File: src/rtl/muldiv_hilo_unit.sv
// Iterative MULT/MULTU/DIV/DIVU unit that owns the HI/LO registers.
// Define MULDIV_DIVIDE_EN to build the divider; otherwise divide ops complete at once with div_by_zero.
module muldiv_hilo_unit #(
    parameter int WIDTH          = 32,
    parameter int BITS_PER_CYCLE = 1
) (
    input  logic             clk,
    input  logic             rst,
    input  logic             start,
    input  logic [1:0]       op,
    input  logic [WIDTH-1:0] a,
    input  logic [WIDTH-1:0] b,
    input  logic             cancel,
    input  logic             hi_wr,
    input  logic             lo_wr,
    input  logic [WIDTH-1:0] wr_data,
    output logic             busy,
    output logic             done,
    output logic             div_by_zero,
    output logic [WIDTH-1:0] hi_out,
    output logic [WIDTH-1:0] lo_out
);
    localparam int N     = WIDTH / BITS_PER_CYCLE;
    localparam int CNT_W = (N > 1) ? $clog2(N) : 1;
    localparam logic [CNT_W-1:0] CNT_LAST = CNT_W'(N - 1);

    typedef enum logic [1:0] {S_IDLE, S_RUN, S_FIX} state_t;

    state_t                          r_state, w_state_nxt;
    logic                            w_busy, w_accept, w_finish, w_skip, w_signed;
    logic [CNT_W-1:0]                r_cnt;
    logic [WIDTH-1:0]                r_opd, r_acc, r_q, r_hi_out, r_lo_out;
    logic                            r_neg_q, r_skip, r_done, r_dz;
    logic [WIDTH+BITS_PER_CYCLE-1:0] w_pp, w_sum;
    logic [WIDTH-1:0]                w_acc_nxt, w_q_nxt;
    logic [2*WIDTH-1:0]              w_prod_fix;
`ifdef MULDIV_DIVIDE_EN
    logic                            r_is_div, r_neg_r;
    logic [WIDTH-1:0]                w_rem, w_quo;
    logic [WIDTH:0]                  w_trial;
`endif

    function automatic logic [WIDTH-1:0] f_mag(input logic [WIDTH-1:0] v, input logic sgn);
        return (sgn && v[WIDTH-1]) ? -v : v;
    endfunction

    function automatic logic [WIDTH-1:0] f_sign(input logic [WIDTH-1:0] v, input logic neg);
        return neg ? -v : v;
    endfunction

    function automatic logic [2*WIDTH-1:0] f_sign_wide(input logic [2*WIDTH-1:0] v, input logic neg);
        return neg ? -v : v;
    endfunction

    assign w_signed = ~op[0];
`ifdef MULDIV_DIVIDE_EN
    assign w_skip = op[1] && (b == '0);
`else
    assign w_skip = op[1];
`endif

    always_ff @(posedge clk) begin
        if (rst) r_state <= S_IDLE;
        else     r_state <= w_state_nxt;
    end

    // Cancel wins over start in IDLE and aborts RUN/FIX without a done pulse.
    always_comb begin
        w_state_nxt = r_state;
        w_accept    = 1'b0;
        w_finish    = 1'b0;
        case (r_state)
            S_IDLE: begin
                if (start && !cancel) begin
                    w_accept    = 1'b1;
                    w_state_nxt = w_skip ? S_FIX : S_RUN;
                end
            end
            S_RUN: begin
                if (cancel)             w_state_nxt = S_IDLE;
                else if (r_cnt == '0)   w_state_nxt = S_FIX;
            end
            S_FIX: begin
                w_state_nxt = S_IDLE;
                w_finish    = !cancel;
            end
            default: w_state_nxt = S_IDLE;
        endcase
    end

    assign w_busy = (r_state != S_IDLE);

    // Shift-add multiply: add opd * low digit of multiplier, then shift {acc,q} right one digit.
    assign w_pp  = {{BITS_PER_CYCLE{1'b0}}, r_opd} * {{WIDTH{1'b0}}, r_q[BITS_PER_CYCLE-1:0]};
    assign w_sum = {{BITS_PER_CYCLE{1'b0}}, r_acc} + w_pp;

`ifdef MULDIV_DIVIDE_EN
    // Restoring division, one quotient bit per inner iteration.
    always_comb begin
        w_rem   = r_acc;
        w_quo   = r_q;
        w_trial = '0;
        for (int i = 0; i < BITS_PER_CYCLE; i++) begin
            w_trial = {w_rem, w_quo[WIDTH-1]};
            w_quo   = w_quo << 1;
            if (w_trial >= {1'b0, r_opd}) begin
                w_trial  = w_trial - {1'b0, r_opd};
                w_quo[0] = 1'b1;
            end
            w_rem = w_trial[WIDTH-1:0];
        end
    end
`endif

    always_comb begin
        w_acc_nxt = w_sum[WIDTH+BITS_PER_CYCLE-1:BITS_PER_CYCLE];
        w_q_nxt   = WIDTH'({w_sum[BITS_PER_CYCLE-1:0], r_q} >> BITS_PER_CYCLE);
`ifdef MULDIV_DIVIDE_EN
        if (r_is_div) begin
            w_acc_nxt = w_rem;
            w_q_nxt   = w_quo;
        end
`endif
    end

    assign w_prod_fix = f_sign_wide({r_acc, r_q}, r_neg_q);

    always_ff @(posedge clk) begin
        if (rst) begin
            r_cnt    <= '0;
            r_opd    <= '0;
            r_acc    <= '0;
            r_q      <= '0;
            r_neg_q  <= 1'b0;
            r_skip   <= 1'b0;
            r_done   <= 1'b0;
            r_dz     <= 1'b0;
            r_hi_out <= '0;
            r_lo_out <= '0;
`ifdef MULDIV_DIVIDE_EN
            r_is_div <= 1'b0;
            r_neg_r  <= 1'b0;
`endif
        end else begin
            r_done <= w_finish;
            r_dz   <= w_finish && r_skip;
            if (w_accept) begin
                r_cnt   <= CNT_LAST;
                r_skip  <= w_skip;
                r_neg_q <= w_signed && (a[WIDTH-1] ^ b[WIDTH-1]);
                r_acc   <= '0;
`ifdef MULDIV_DIVIDE_EN
                r_is_div <= op[1];
                r_neg_r  <= w_signed && a[WIDTH-1];
                r_opd    <= op[1] ? f_mag(b, w_signed) : f_mag(a, w_signed);
                r_q      <= op[1] ? f_mag(a, w_signed) : f_mag(b, w_signed);
`else
                r_opd    <= f_mag(a, w_signed);
                r_q      <= f_mag(b, w_signed);
`endif
            end else if (r_state == S_RUN && !cancel) begin
                r_cnt <= r_cnt - CNT_W'(1);
                r_acc <= w_acc_nxt;
                r_q   <= w_q_nxt;
            end

            if (w_finish && !r_skip) begin
`ifdef MULDIV_DIVIDE_EN
                if (r_is_div) begin
                    r_hi_out <= f_sign(r_acc, r_neg_r);
                    r_lo_out <= f_sign(r_q, r_neg_q);
                end else begin
                    {r_hi_out, r_lo_out} <= w_prod_fix;
                end
`else
                {r_hi_out, r_lo_out} <= w_prod_fix;
`endif
            end else if (!w_busy) begin
                if (hi_wr) r_hi_out <= wr_data;
                if (lo_wr) r_lo_out <= wr_data;
            end
        end
    end

    assign busy        = w_busy;
    assign done        = r_done;
    assign div_by_zero = r_dz;
    assign hi_out      = r_hi_out;
    assign lo_out      = r_lo_out;
endmodule

File: config.mk
export PLATFORM = sky130hd
export DESIGN_NAME = muldiv_hilo_unit
export DESIGN_NICKNAME = d
export VERILOG_FILES = /design/src/rtl/muldiv_hilo_unit.sv
export SDC_FILE = /design/constraint.sdc
export NUM_CORES = 1
export LEC_CHECK = 0
export CAP_MARGIN = 20
export CELL_PAD_IN_SITES_DETAIL_PLACEMENT = 0
export CELL_PAD_IN_SITES_GLOBAL_PLACEMENT = 1
export CORE_MARGIN = 5
export CORE_UTILIZATION = 35
export CTS_BUF_LIST = sky130_fd_sc_hd__clkbuf_4
export DETAILED_ROUTE_END_ITERATION = 8
export GPL_ROUTABILITY_DRIVEN = 0
export GPL_TIMING_DRIVEN = 0
export PLACE_DENSITY = 0.77
export SLEW_MARGIN = 15
export SYNTH_ARGS = -nofsm -noshare
export SYNTH_HDL_FRONTEND = slang
export SYNTH_SLANG_ARGS = --single-unit
File: constraint.sdc
create_clock -name clk -period 4.1 [get_ports clk]
set_clock_uncertainty 0.05 [all_clocks]
set_input_delay 1.23 -clock clk [delete_from_list [all_inputs] [get_ports clk]]
set_output_delay 1.23 -clock clk [all_outputs]
set_load 0.02 [all_outputs]
Fig. 1: run 1, clock network drawn from the DEF
Bar = 50 microns.
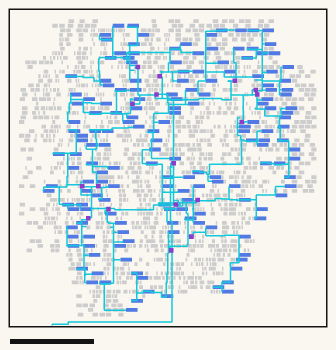
Purple marks clock drivers, count 17. Cyan marks clock wires, length 2250 microns. Blue marks flip-flops, count 171.
There are 18 routed clock nets.

Fig. 2: run 1, signal wires on met3
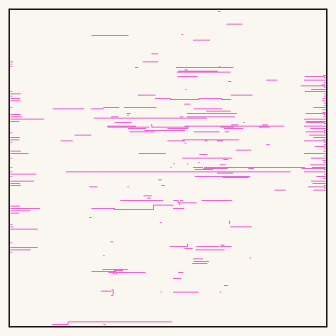
The layer holds 5.3% of the routed length. The layer carries 2050 microns of wire. The longest straight run is 133 microns. The wires run mostly horizontal. 175 nets have wire on it.

Fig. 3: run 1, local utilization
The die is cut into 19 by 19 equal tiles; white is low, dark blue is high, 0 to 100% covered.
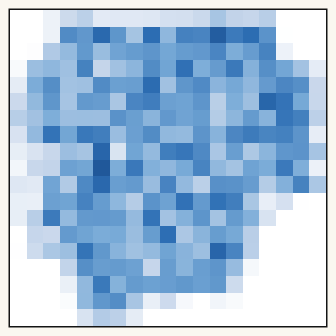
19% of the tiles are nearly empty. 3.0% of the tiles are over 75% full. The mean over all tiles is 37%. The fullest tile reaches 84%. The emptiest ninth of the die: lower right.

==> flow_summary.yaml, run 1 <==
# implementation run metrics
timing:
  period_used_share: 0.946
  fmax_mhz: 258
  fin_crit_ps: 3880
power_and_ir_drop:
  p_comb_frac: 0.232
  p_leak_nw: 4.84
  vdd_drop_max_mv: 0.181
synthesis:
  ys_ff: 171
  synthCells: 1392
  synth-edff-count: 0
  yosysUniqueCellTypes: 61
  avgSynthCellArea_sq_um: 7.92
  top_logic_kind: "AND-OR/OR-AND gates"
die:
  chipHeight_microns: 188
worst_setup_path:
  r2r_setup_slack_ps: 220
  worstPathRequired_ps: 4560
  start_kind: "flop"
  path_cells: "or4_4, or3_4, nor4_1, nand4_1, or2_1, o41ai_2, xnor2_1, nor2_1, a211oi_1"
finish:
  fillers: 3153
place:
  port_buffers: 168
clock_tree:
  cts_hold_buf: 0
  htreeDepth: 4
global_route:
  grt_pass1_vias: 10515
outcome:
  status: "complete, no violations"
[run 1: critical path: cells and delay by family, from the launching register on]
| family | cells | cell delay [ps] |
|---|---|---|
| AND/OR/NAND/NOR | 6 | 2700 |
| AND-OR/OR-AND | 2 | 460 |
| XOR/XNOR | 1 | 170 |
| flip-flops | 1 | 410 |
[run 1: metal layers]
metal  share of wire  track usage  up-vias
met5               0            0        -
met4           0.025       0.0649        0
met3           0.053       0.0359       48
met2            0.44        0.336      313
met1            0.48        0.304     5029
li1                -            -     5391
[run 1: sequential cells by signal (all words and copies together) (netlist names)]
| name | flops |
|---|---|
| done | 1 |
| r_state | 2 |
| lo_out | 32 |
| r_opd | 32 |
| hi_out | 32 |
| r_skip | 1 |
| r_neg_q | 1 |
| r_q | 32 |
| r_acc | 32 |
| div_by_zero | 1 |
| r_cnt | 5 |
[run 1: worst min path at each step]
stage,from,to,cells past startpoint
floorplan,r_opd[15],r_opd[15],2
global placement,r_opd[23],r_opd[23],2
detailed placement,r_opd[28],r_opd[28],2
CTS,r_opd[29],r_opd[29],2
global route,r_opd[31],r_opd[31],2
finish,r_opd[29],r_opd[29],2
[run 1: cell usage in the layout (no fill, tap or decap), types with 38 or more instances in the layout]
cell type / count
a211oi_1: 76
a21oi_1: 85
and2_1: 38
clkbuf_1: 80
clkdlybuf4s50_1: 168
dfxtp_1: 170
mux2i_1: 64
nand2_1: 165
nor2_1: 155
o21ai_0: 72
xnor2_1: 101
xor2_1: 45
[run 1: cell families after synthesis]
family          Yosys count
flops                   171
xor+xnor                146
mux                      65
buf+inv                 112
compound gates          370
fa+ha+maj                38
simple gates            490
[run 1: layout make-up]
class	count	area (sq um)	area share
Inverter	23	86.3	0.00638
Timing Repair Buffer	169	1690	0.125
Clock inverter	14	146	0.0108
Buffer	88	343	0.0253
Tap cell	402	503	0.0372
Clock buffer	18	135	0.00998
Sequential cell	171	3420	0.253
Antenna cell	1	2.50	0.000185
Multi-Input combinational cell	1109	7210	0.532
[run 1: per-stage QoR]
step / util / instances / setup TNS, ps / area, sq um / hold slack [ps]
after floorplan: - / 1392 / 0 / 11000 / 367
final: 0.432 / 1995 / 0 / 13500 / 414
after global placement: 0.422 / 1962 / -4490 / 13200 / 382
after CTS: 0.431 / 1994 / 0 / 13500 / 411
after global routing: 0.432 / 1995 / 0 / 13500 / 439
after detailed placement: 0.422 / 1963 / -4370 / 13200 / 389
[run 1: timing repair]
action / in CTS / in global routing
buffers inserted: 0 / 0
gates resized: 1 / 7
endpoints found under the setup margin: 3 / 14
[run 1: power groups by stage]
stage	registers (mW)	logic (mW)	clock network [mW]
6_report	1.86	0.866	1.01
5_1_grt	1.87	0.943	1.10
4_1_cts	1.86	0.866	1.04
3_5_place_dp	1.89	0.864	0
3_3_place_gp	1.89	0.859	0
2_1_floorplan	1.91	0.439	0
Fig. 4: run 1, I/O pins on the die edge
Pins as bars across the die edge, other pins in grey.
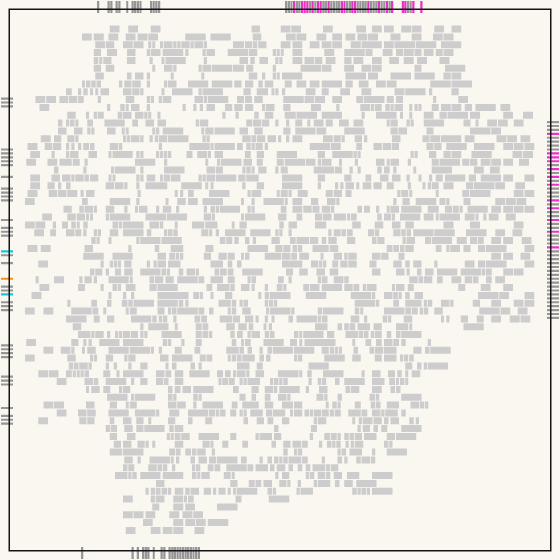

--- run 2 (diff from run 1) ---
CORE_UTILIZATION = 42   (was 35)
PLACE_DENSITY = 0.89   (was 0.77)
Fig. 5: run 2, I/O pins on the die edge
Pins as bars across the die edge, other pins in grey.
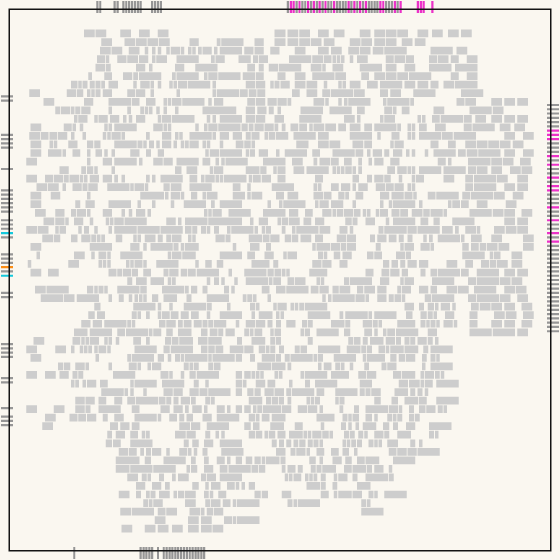
Magenta marks lo_out, pins 32, direction output, edge 20 top, 12 right. Orange marks rst, pins 1, direction input, edge left. Cyan marks op, pins 2, direction input, edge left.
port buffer count: 168
height of the die: 172 microns
Horiz. Die Dim: 172 microns

Fig. 6: run 2, local utilization
The die is cut into 17 by 17 equal tiles; white is low, dark blue is high, 0 to 100% covered.
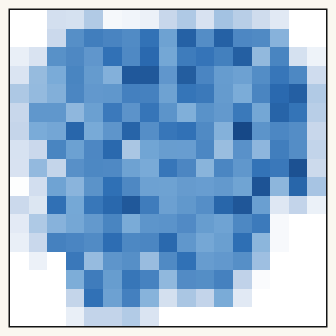
The mean over all tiles is 44%. The emptiest ninth of the die: lower right. The fullest tile reaches 90%. 15% of the tiles are nearly empty. 8.0% of the tiles are over 75% full.
end-of-flow core utilization: 0.520
Floorplan Utilization: 0.424
core footprint: 0.0260 sq mm

Fig. 7: run 2, placed standard cells
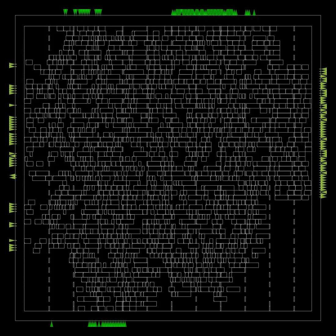
flop share of the area: 0.253
row count: 59
non-filler instance count after layout: 1928
flop count: 171

==> flow_summary.yaml, run 2 <==
# implementation run metrics
outcome:
  status: "complete, no violations"
worst_setup_path:
  worstPathRequired_ps: 4510
  reg2regPathDepth: 9
  reg2reg_to: "hi_out[29]"
  start_kind: "primary input"
  r2r_setup_slack_ps: 270
die:
  num_io_pins: 171
global_route:
  gr-total-overflow: 0
  grt_pass1_vias: 10423
clock_tree:
  htreeDepth: 4
  clk_pin_slew_ps: 160
  cts_setup_buffers: 0
  cts_hold_buf: 0
synthesis:
  yosysUniqueCellTypes: 61
  synthCells: 1392
  avgSynthCellArea_sq_um: 7.92
  ys_ff: 171
  synth-edff-count: 0
  flop_cell: "dfxtp_1"
finish:
  final_cell_mix: "dfxtp_1, clkdlybuf4s50_1, nand2_1, nor2_1, xnor2_1"
  lay_top_count: "dfxtp_1"
timing:
  period_used_share: 0.938
  fin_crit_ps: 3850
  hold_viol: 0
  fin_hold_ws_ps: 410
  fmax_mhz: 260
drt:
  drc: 0
  routed_via_density: 5.75
power_and_ir_drop:
  p_per_area_mw_per_mm2: 284
  vdd_drop_max_mv: 0.204
  power_mw: 3.84
  p_comb_frac: 0.225
  power_switching_mw: 1.28
  p_leak_nw: 4.88
min_path:
  min_delay_path_depth: 2
  worstHoldStart: "r_opd[29]"
-- run 2: cell counts after synthesis --
Identical to the previous run, type by type.
-- run 2: cell families (layout without fill, tap and decap cells) --
kind of cell             Yosys count  count (layout)  share of synthesized area
XOR/XNOR                         146             146                      0.116
AND/OR/NAND/NOR                  490             490                      0.208
multiplexers                      65              65                     0.0591
adder cells (fa/ha/maj)           38              38                     0.0438
flip-flops                       171             171                      0.310
other                              0               1                          0
AND-OR/OR-AND                    370             370                      0.224
buffers and inverters            112             312                     0.0391
-- run 2: stage by stage --
stage	TNS (ps)	setup slack [ps]	area [sq um]	instances	utilization
6_report	0	254	13500	1928	0.520
5_1_grt	0	0.463	13500	1928	0.520
4_1_cts	0	23.8	13500	1927	0.519
3_5_place_dp	-4520	-641	13100	1896	0.506
3_3_place_gp	-4060	-598	13100	1895	0.505
2_1_floorplan	0	399	11000	1392	-
-- run 2: timing repair --
action / in CTS / in global routing
setup endpoints to repair: 6 / 9
pin swaps: 0 / 0
gates resized: 3 / 6
hold endpoints to repair: 0 / 0
-- run 2: final cells by class --
class                   count  area (sq um)
flip-flops and latches    171          3420
diodes                      1          2.50
clock inverters            15           204
multi-input cells        1109          7220
clock buffers              17           128
plain buffers              88           343
well taps                 335           419
repair buffers            169          1690
fillers                  2519         12500
inverters                  23          86.3
-- run 2: worst max path at each step --
stage,to,startpoint
after global routing,r_opd[30],a[8]
after floorplan,r_opd[29],a[8]
after detailed placement,r_opd[30],a[6]
after CTS,r_opd[29],a[6]
after global placement,r_opd[30],a[8]
final,r_opd[30],a[8]
-- run 2: power groups by stage --
stage	combinational (mW)	clock, mW	sequential (mW)
after floorplan	0.439	0	1.91
after global placement	0.850	0	1.88
after detailed placement	0.857	0	1.89
after CTS	0.858	1.13	1.85
after global routing	0.934	1.19	1.87
final	0.864	1.11	1.86
-- run 2: layer usage --
layer,routed length (microns),global-route usage,up-vias
met5,0,0,-
met4,1060,0.0841,0
met3,2980,0.0304,65
met2,16000,0.370,484
met1,17100,0.357,5154
li1,-,-,5387
-- run 2: critical path: stages --
cell	delay (ps)
clkdlybuf4s50_1	450
or4_1	580
or3_1	420
nor4_2	520
nand2_1	140
nor4_1	470
a21oi_1	180
xnor2_1	160
o21ai_0	90
Fig. 8: run 2, signal wires on met3
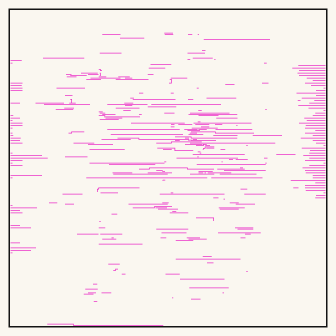

--- run 3 (diff from run 2) ---
SLEW_MARGIN = 5   (was 15)
Fig. 9: run 3, signal wires on met3
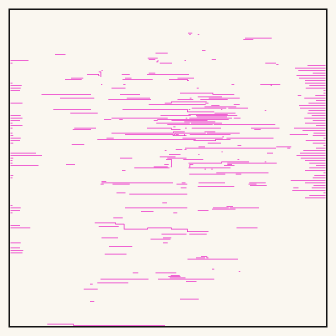
230 nets have wire on it. The layer carries 2830 microns of wire. The wires run mostly horizontal. The longest straight run is 53.4 microns. The layer holds 7.6% of the routed length.
met3 usage: 0.0350
total number of vias: 11.0k
Total Wirelength: 37100 microns

Fig. 10: run 3, placed standard cells
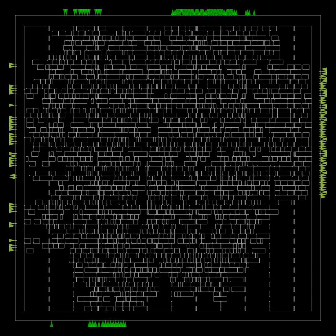
end-of-flow core utilization: 0.519
# fillers: 2509
tap cells: 335
non-filler instance count after layout: 1927
flop share of the area: 0.254

Fig. 11: run 3, I/O pins on the die edge
Pins as bars across the die edge, other pins in grey.
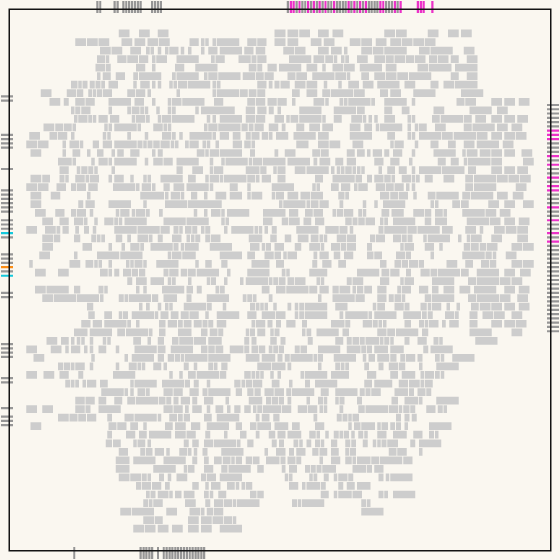
Magenta marks lo_out, pins 32, direction output, edge 20 top, 12 right. Orange marks rst, pins 1, direction input, edge left. Cyan marks op, pins 2, direction input, edge left.

==> flow_summary.yaml, run 3 <==
# implementation run metrics
drt:
  routed_via_density: 5.72
  drc: 0
synthesis:
  ys_ff: 171
  synth_top_cell_by_count: "dfxtp_1"
  synth-edff-count: 0
  syn_area_sq_mm: 0.0110
  flop_cell: "dfxtp_1"
  avgSynthCellArea_sq_um: 7.92
  top_cells_by_count: "dfxtp_1, nand2_1, nor2_1"
  yosysSeqAreaShare: 0.310
  synth_stat.cells: 1392
  synthCells: 1392
  yosysUniqueCellTypes: 61
  synth.top_cell.area_share: 0.310
die:
  rows: 59
  die_x_microns: 172
  num_io_pins: 171
  core_sq_mm: 0.0260
  fp_util: 0.424
  chipHeight_microns: 172
min_path:
  min_path_type: "reg -> reg"
  worstHoldStart: "r_opd[27]"
timing:
  fin_crit_ps: 3870
  worst_slack_ps: 233
  fmax_mhz: 259
  rsz0062_at_grt: "no"
  period_used_share: 0.943
  setup_tns_ps: 0
  hold_viol: 0
clock_tree:
  htreeDepth: 4
  clk_pin_slew_ps: 170
  cts_hold_buf: 0
  clockBufferDepth: 2
  cts_buffers: 17
worst_setup_path:
  worstPathRequired_ps: 4590
  start_kind: "flop"
  setup.worst_path.start: "r_q[11]"
power_and_ir_drop:
  p_per_area_mw_per_mm2: 284
  p_leak_nw: 4.87
  vdd_drop_max_mv: 0.151
  power_mw: 3.83
outcome:
  status: "complete, no violations"
global_route:
  gr-total-overflow: 0
  grt.total_usage: 0.244
  grt_pass1_vias: 10346
finish:
  final_cell_mix: "dfxtp_1, clkdlybuf4s50_1, nand2_1, nor2_1, xnor2_1"
  lay_top_count: "dfxtp_1"
place:
  pre_cts_slack_ps: -631
  dp_hpwl_microns: 29500
  port_buffers: 168
run 3: cell type report:
cell class	instances	area [sq um]	area share
multi-input cells	1109	7200	0.534
flip-flops and latches	171	3420	0.254
repair buffers	168	1680	0.125
well taps	335	419	0.0311
plain buffers	88	343	0.0254
clock inverters	15	200	0.0148
clock buffers	17	128	0.00946
inverters	23	86.3	0.00640
diodes	1	2.50	0.000186
run 3: report_power, final:
part	switching [mW]	total, mW	internal, mW
logic	0.465	0.863	0.398
registers	0.0944	1.86	1.76
clock network	0.710	1.11	0.398
total	1.27	3.83	2.56
run 3: worst paths after layout:
| path | end | slack (ps) | cells after the start |
|---|---|---|---|
| setup reg to reg | hi_out[29] | 230 | 9 |
| setup / recovery | hi_out[29] | 230 | 9 |
| hold reg to reg | r_opd[27] | 410 | 2 |
| hold / removal | r_opd[27] | 410 | 2 |
run 3: per-layer routing:
layer	global-route usage	vias up	wire, microns
met4	0.0707	0	826
li1	-	5384	-
met2	0.375	457	16300
met3	0.0350	46	2830
met5	0	-	0
met1	0.357	5145	17200
run 3: critical path: stages, from the launching register on:
cell and delay [ps]:
dfxtp_1 420, or4_4 570, or3_4 370, nor4_1 850
nand4_1 410, or2_1 420, o41ai_2 260, xnor2_1 180
nor2_1 70, a211oi_1 210
run 3: cells by family (layout without fill, tap and decap cells):
group           Yosys count  count (layout)  share of synthesized area
mux                      65              65                     0.0591
xor+xnor                146             146                      0.116
simple gates            490             490                      0.208
buf+inv                 112             311                     0.0391
flops                   171             171                      0.310
compound gates          370             370                      0.224
fa+ha+maj                38              38                     0.0438
other cells               0               1                          0
run 3: metrics by stage:
step                instances  hold WS, ps  instance area, sq um
floorplan                1392          367                 11000
global placement         1895          385                 13100
detailed placement       1895          391                 13100
CTS                      1926          413                 13500
global route             1927          429                 13500
finish                   1927          412                 13500
run 3: repair_timing:
action	CTS	global route
gates resized	2	5
buffers inserted	0	0
endpoints found under the setup margin	4	12
Power is estimated from default activity; no workload was simulated.
